m2.png
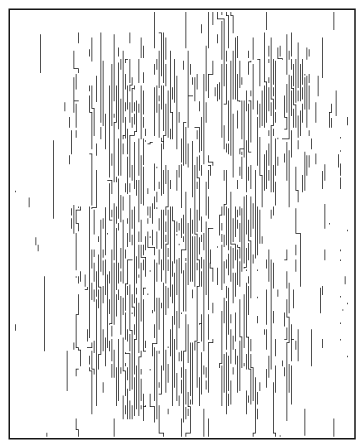
m1.png
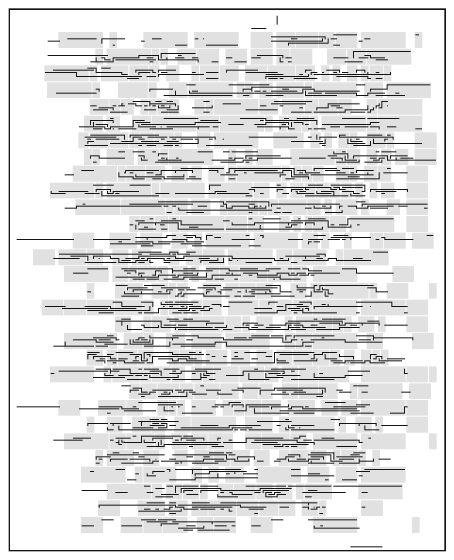
m4.png
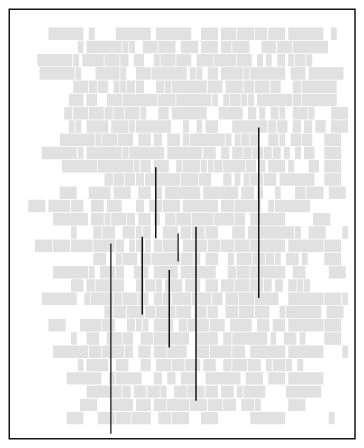
congestion_map.png
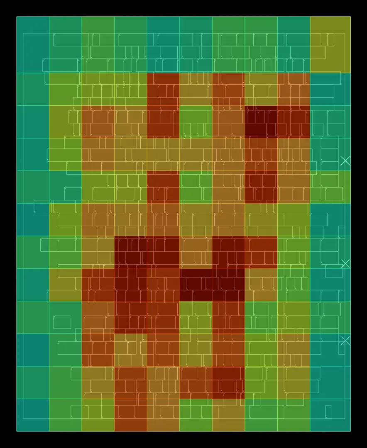
util_map.png
Scale bar: 20 um. 7 x 9 tiles, from dark blue (low) to red (high), 0 to 100% covered.
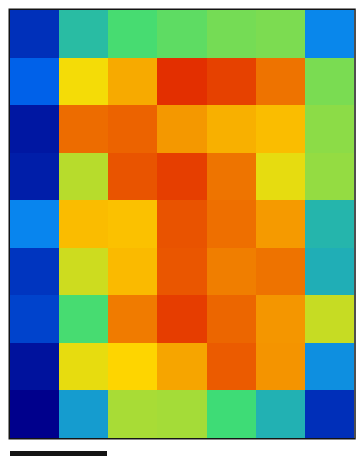
--- src/rtl/adc_sample_scheduler.sv ---
// adc_sample_scheduler: paces oversampled ADC conversion bursts at a fixed sample rate
// and emits one rounded average per period, with sticky timeout/overrun flags.
module adc_sample_scheduler #(
    parameter int CLK_HZ          = 50000000,
    parameter int SAMPLE_HZ       = 8000,
    parameter int OVERSAMPLE_LOG2 = 2,
    parameter int ADC_CHANNEL     = 1,
    parameter int TIMEOUT_CYCLES  = 1023
) (
    input  logic        clk,
    input  logic        reset,
    input  logic        enable,
    input  logic        clear_flags,
    output logic        cmd_valid,
    output logic [4:0]  cmd_channel,
    output logic        cmd_sop,
    output logic        cmd_eop,
    input  logic        cmd_ready,
    input  logic        rsp_valid,
    input  logic [4:0]  rsp_channel,
    input  logic [11:0] rsp_data,
    output logic [11:0] sample_data,
    output logic        sample_valid,
    output logic        busy,
    output logic        overrun,
    output logic        timeout_err
);
    localparam int PERIOD = CLK_HZ / SAMPLE_HZ;
    localparam int N      = OVERSAMPLE_LOG2;
    localparam int TW     = $clog2(PERIOD);
    localparam int OW     = $clog2(TIMEOUT_CYCLES + 1);
    localparam int AW     = 12 + N;
    localparam int RND    = (1 << N) >> 1;

    typedef enum logic [1:0] {IDLE, ISSUE, WAIT, DONE} state_t;

    state_t        state_q;
    logic [TW-1:0] tick_q;
    logic [N:0]    conv_q;
    logic [AW-1:0] acc_q, acc_d;
    logic [AW:0]   rnd_sum;
    logic [OW-1:0] to_q;
    logic [11:0]   sample_q;
    logic          overrun_q, timeout_q, tick, hit, last, to_fire;

    always_comb begin
        tick    = enable && tick_q == TW'(PERIOD - 1);
        hit     = state_q == WAIT && rsp_valid && rsp_channel == 5'(ADC_CHANNEL);
        acc_d   = acc_q + AW'(rsp_data);
        rnd_sum = {1'b0, acc_d} + (AW+1)'(RND);
        last    = conv_q + 1'b1 == (N+1)'(1 << N);
        // a matching response on the final allowed cycle still counts
        to_fire = state_q == WAIT && !hit && to_q == OW'(TIMEOUT_CYCLES - 1);
    end

    always_ff @(posedge clk) begin
        if (reset) begin
            state_q   <= IDLE;
            tick_q    <= '0;
            conv_q    <= '0;
            acc_q     <= '0;
            to_q      <= '0;
            sample_q  <= '0;
            overrun_q <= 1'b0;
            timeout_q <= 1'b0;
        end else begin
            tick_q    <= (!enable || tick) ? '0 : tick_q + TW'(1);
            overrun_q <= (tick && state_q != IDLE) || (overrun_q && !clear_flags);
            timeout_q <= to_fire || (timeout_q && !clear_flags);
            case (state_q)
                IDLE: if (tick) begin
                    acc_q   <= '0;
                    conv_q  <= '0;
                    state_q <= ISSUE;
                end
                ISSUE: if (cmd_ready) begin
                    to_q    <= '0;
                    state_q <= WAIT;
                end
                WAIT: if (hit) begin
                    acc_q   <= acc_d;
                    conv_q  <= conv_q + 1'b1;
                    state_q <= last ? DONE : ISSUE;
                    if (last) sample_q <= 12'(rnd_sum >> N);
                end else begin
                    to_q <= to_q + OW'(1);
                    if (to_fire) state_q <= IDLE;
                end
                default: state_q <= IDLE;
            endcase
        end
    end

    assign cmd_valid    = state_q == ISSUE;
    assign cmd_sop      = cmd_valid;
    assign cmd_eop      = cmd_valid;
    assign cmd_channel  = 5'(ADC_CHANNEL);
    assign sample_valid = state_q == DONE;
    assign sample_data  = sample_q;
    assign busy         = state_q != IDLE;
    assign overrun      = overrun_q;
    assign timeout_err  = timeout_q;
endmodule
--- config.mk ---
export PLATFORM = sky130hd
export DESIGN_NAME = adc_sample_scheduler
export DESIGN_NICKNAME = d
export VERILOG_FILES = /design/src/rtl/adc_sample_scheduler.sv
export SDC_FILE = /design/constraint.sdc
export NUM_CORES = 1
export LEC_CHECK = 0
export CAP_MARGIN = 20
export CORE_ASPECT_RATIO = 1.25
export CORE_UTILIZATION = 57
export CTS_BUF_LIST = sky130_fd_sc_hd__clkbuf_4 sky130_fd_sc_hd__clkbuf_8
export CTS_CLUSTER_DIAMETER = 200
export DETAILED_ROUTE_END_ITERATION = 10
export PLACE_DENSITY = 0.92
export SLEW_MARGIN = 15
export SYNTH_ARGS = -nofsm -noshare
export SYNTH_HDL_FRONTEND = slang
export SYNTH_SLANG_ARGS = --single-unit
--- constraint.sdc ---
create_clock -name clk -period 3.9 [get_ports clk]
set_input_delay 0.78 -clock clk [delete_from_list [all_inputs] [get_ports clk]]
set_output_delay 0.78 -clock clk [all_outputs]
set_load 0.01 [all_outputs]
==> impl_metrics.tcl <==
# implementation run metrics
set metrics [dict create \
    run_status "complete, but fails checks" \
    clock_power_mw 0.342 \
    synthMuxAreaShare_pct 1.19 \
    synth-xor-area-share_pct 7.82 \
    p_comb_share_pct 10.1 \
    worstReg2RegStart "acc_q[0]$_SDFFE_PP0P_" \
    r2r_end "sample_data[10]$_SDFFE_PP0P_" \
    floorplan.die.width_um 70.7 \
    tightest_slew_ns 0.742 \
    register_clock_pin_slew_on_the_reported_worst_setup_and_hold_paths_ns 0.09 \
    yosysCellCount 394 \
    setup.worst_path.start "rsp_data[0]" \
    first_global_vias 2890 \
    hold_class "reg2reg" \
    yosys.area.top_type_share_pct 33.4 \
    grt_pass1_wl_mm 12.9 \
    synth-edff-count 0 \
    synth.yosys.warnings 0 \
    final_net_count 477 \
    yosysTopAreaCell "sky130_fd_sc_hd__dfxtp_1" \
    fillerInstances 409 \
    whs_path_depth 2 \
    boundaryPins 47 \
    clock_latency_ns 0.33 \
    cp-endpoint "sample_data[10]$_SDFFE_PP0P_" \
    synth_cells 394 \
    first_iter_violations 213 \
    floorplan.die.height_um 87.8 \
    logic_family "simple AND/OR/NAND/NOR gates" \
    timing.critical_path.arrival_ns 3.97 \
    portBuffers 41 \
    setup_repair_after_global_routing_missed_its_margin "no" \
    synth_adder_area_share_pct 7.67 \
    grt_antenna_before_repair 0 \
    yosys_area_um2 3360 \
    postCtsSetupBuffers 0 \
    total_clock_sinks 56 \
    post-layout-total-power_mw 1.02 \
    cts_tree "done" \
    total_drc_errors_in_the_routed_layout 6 \
    r2r_cells 10 \
    ys_types 62 \
    die_area_um2 6210 \
    num_antenna_cells 0 \
    violations "DRC" \
    final_cell_count_no_fill 499 \
    cts_made_buffers 5 \
    synth_area_um2 3360 \
    detailedRoute.firstPassIterationCount 8 \
    clk_buf_depth 2 \
    netSwitchingPower_mw 0.264 \
    routabilityCongestion 0.847 \
    power_combinational_mw 0.103 \
    grt_max_degree 32 \
    slew_violations 0 \
    clock_skew_ns 0.0132 \
    ff_type "sky130_fd_sc_hd__dfxtp_1" \
    cts_max_level 2 \
    timing_hold_violations_final 0 \
    share_seq_of_total_power_pct 56.3 \
    drive_gt1_share_pct 9.20 \
    clock.fmax_mhz 268 \
    setup_crit_start_kind "input port" \
    setup_viol 0 \
    groute.usage.overall_pct 25.8 \
    cts_root_buffer "sky130_fd_sc_hd__clkbuf_8" \
    detailedPlacementHpwl_mm 5.57 \
    hp-start "sample_data[5]$_SDFFE_PP0P_" \
    synth-async-reset-ratio_pct 0 \
    ys_seq_elements 56 \
    placement_rows 30 \
    route.antenna.remaining_nets 0 \
    required_ns 4.13 \
    vdd.ir_drop.worst_mv 0.252 \
    power_switching_share_pct 25.9 \
    synth-compound-area-share_pct 20.2 \
    power.static_leakage_nw 1.51 \
    cts_resized 0 \
    topCellsByArea "sky130_fd_sc_hd__dfxtp_1 (33%), sky130_fd_sc_hd__ha_1 (7.1%), sky130_fd_sc_hd__nor2_1 (6.3%), sky130_fd_sc_hd__xor2_1 (4.7%), sky130_fd_sc_hd__xnor2_1 (3.1%)" \
    crit_type "in2reg" \
    synth.yosys.seq_area_share_pct 33.4 \
    power_per_cell_area_nw_per_um2 260 \
    slack_of_the_worst_reg_to_reg_path_ns 0.72 \
    intPower_mw 0.754 \
    crit_path_max_fanout 4 \
    syn_area_per_cell_um2 8.53 \
    final_cell_mix "sky130_fd_sc_hd__nor2_1 (56), sky130_fd_sc_hd__dfxtp_1 (56), sky130_fd_sc_hd__clkdlybuf4s50_1 (41)" \
    simple_gate_share_pct 23.5 \
    layout_min_cycle_time_ns 3.73 \
    sequentialPower_mw 0.574 \
    grt_remaining_overflow 0 \
]
-- m2.png (at the start) --
The layer holds 48% of the routed length. 415 nets have wire on it. The layer carries 3630 um of wire.

-- m1.png (at the start) --
The layer carries 3270 um of wire. The wires run mostly horizontal. 438 nets have wire on it. The layer holds 43% of the routed length. The longest straight run is 18.4 um.
routed wire length: 7.54 mm
routed vias: 3019
met1 GRT Util: 32.3%

-- m4.png (at the start) --
The wires run mostly vertical. 7 nets have wire on it. The layer carries 160 um of wire. The longest straight run is 38.8 um. The layer holds 2.1% of the routed length.

-- congestion_map.png (at the start) --
average wire per standard cell: 15.1 um
GRT Max-Usage Layer: met2
share of the core filled with cells: 70.5%
global routing met3 resource utilization: 6.21%

-- util_map.png (at the start) --
The emptiest ninth of the die: south-west. 46% of the tiles are over 75% full. The densest ninth of the die: centre. The mean over all tiles is 62%. The fullest tile reaches 95%. 1.6% of the tiles are nearly empty.
area inside the core boundary: 5560 um2
starting density of the core: 60.5%

critical path, cell delays in order:
cell and delay, ns:
sky130_fd_sc_hd__clkdlybuf4s50_1 0.40, sky130_fd_sc_hd__ha_1 0.23, sky130_fd_sc_hd__fa_1 0.38, sky130_fd_sc_hd__a211o_1 0.33, sky130_fd_sc_hd__buf_4 0.15, sky130_fd_sc_hd__a21oi_1 0.25, sky130_fd_sc_hd__mux2i_1 0.30, sky130_fd_sc_hd__o211a_1 0.23
sky130_fd_sc_hd__nand3_1 0.17, sky130_fd_sc_hd__or4_4 0.51, sky130_fd_sc_hd__a311oi_2 0.24
routing by layer:
metal | vias to the layer above | track usage [%] | part of all wire [%]
li1 | 1488 | - | -
met1 | 1403 | 32.3 | 43
met2 | 112 | 42.4 | 48
met3 | 16 | 6.21 | 6.4
met4 | 0 | 11.8 | 2.1
met5 | - | 0 | 0
stage by stage:
step	setup WS, ns	setup TNS [ns]	cell area [um2]	hold WS, ns
after global placement	-0.0212	-0.0212	3820	0.442
after global routing	0.0733	0	3920	0.484
after detailed placement	-0.0984	-0.101	3820	0.453
after CTS	0.188	0	3920	0.468
final	0.165	0	3920	0.466
after floorplan	0.309	0	3370	0.441
final cells by class:
class                   count  area, um2  area share, %
multi-input cells         304       2050           52.3
clock inverters             3       27.5          0.703
clock buffers               5       68.8           1.76
repair buffers             58        538           13.7
flip-flops and latches     56       1120           28.6
well taps                  64       80.1           2.05
inverters                   9       33.8          0.863
flip-flops by register name, summed over array words and instances (netlist names):
signal,count
acc_q,14
tick_q,13
sample_data,12
to_q,10
conv_q,3
state_q,2
overrun,1
timeout_err,1
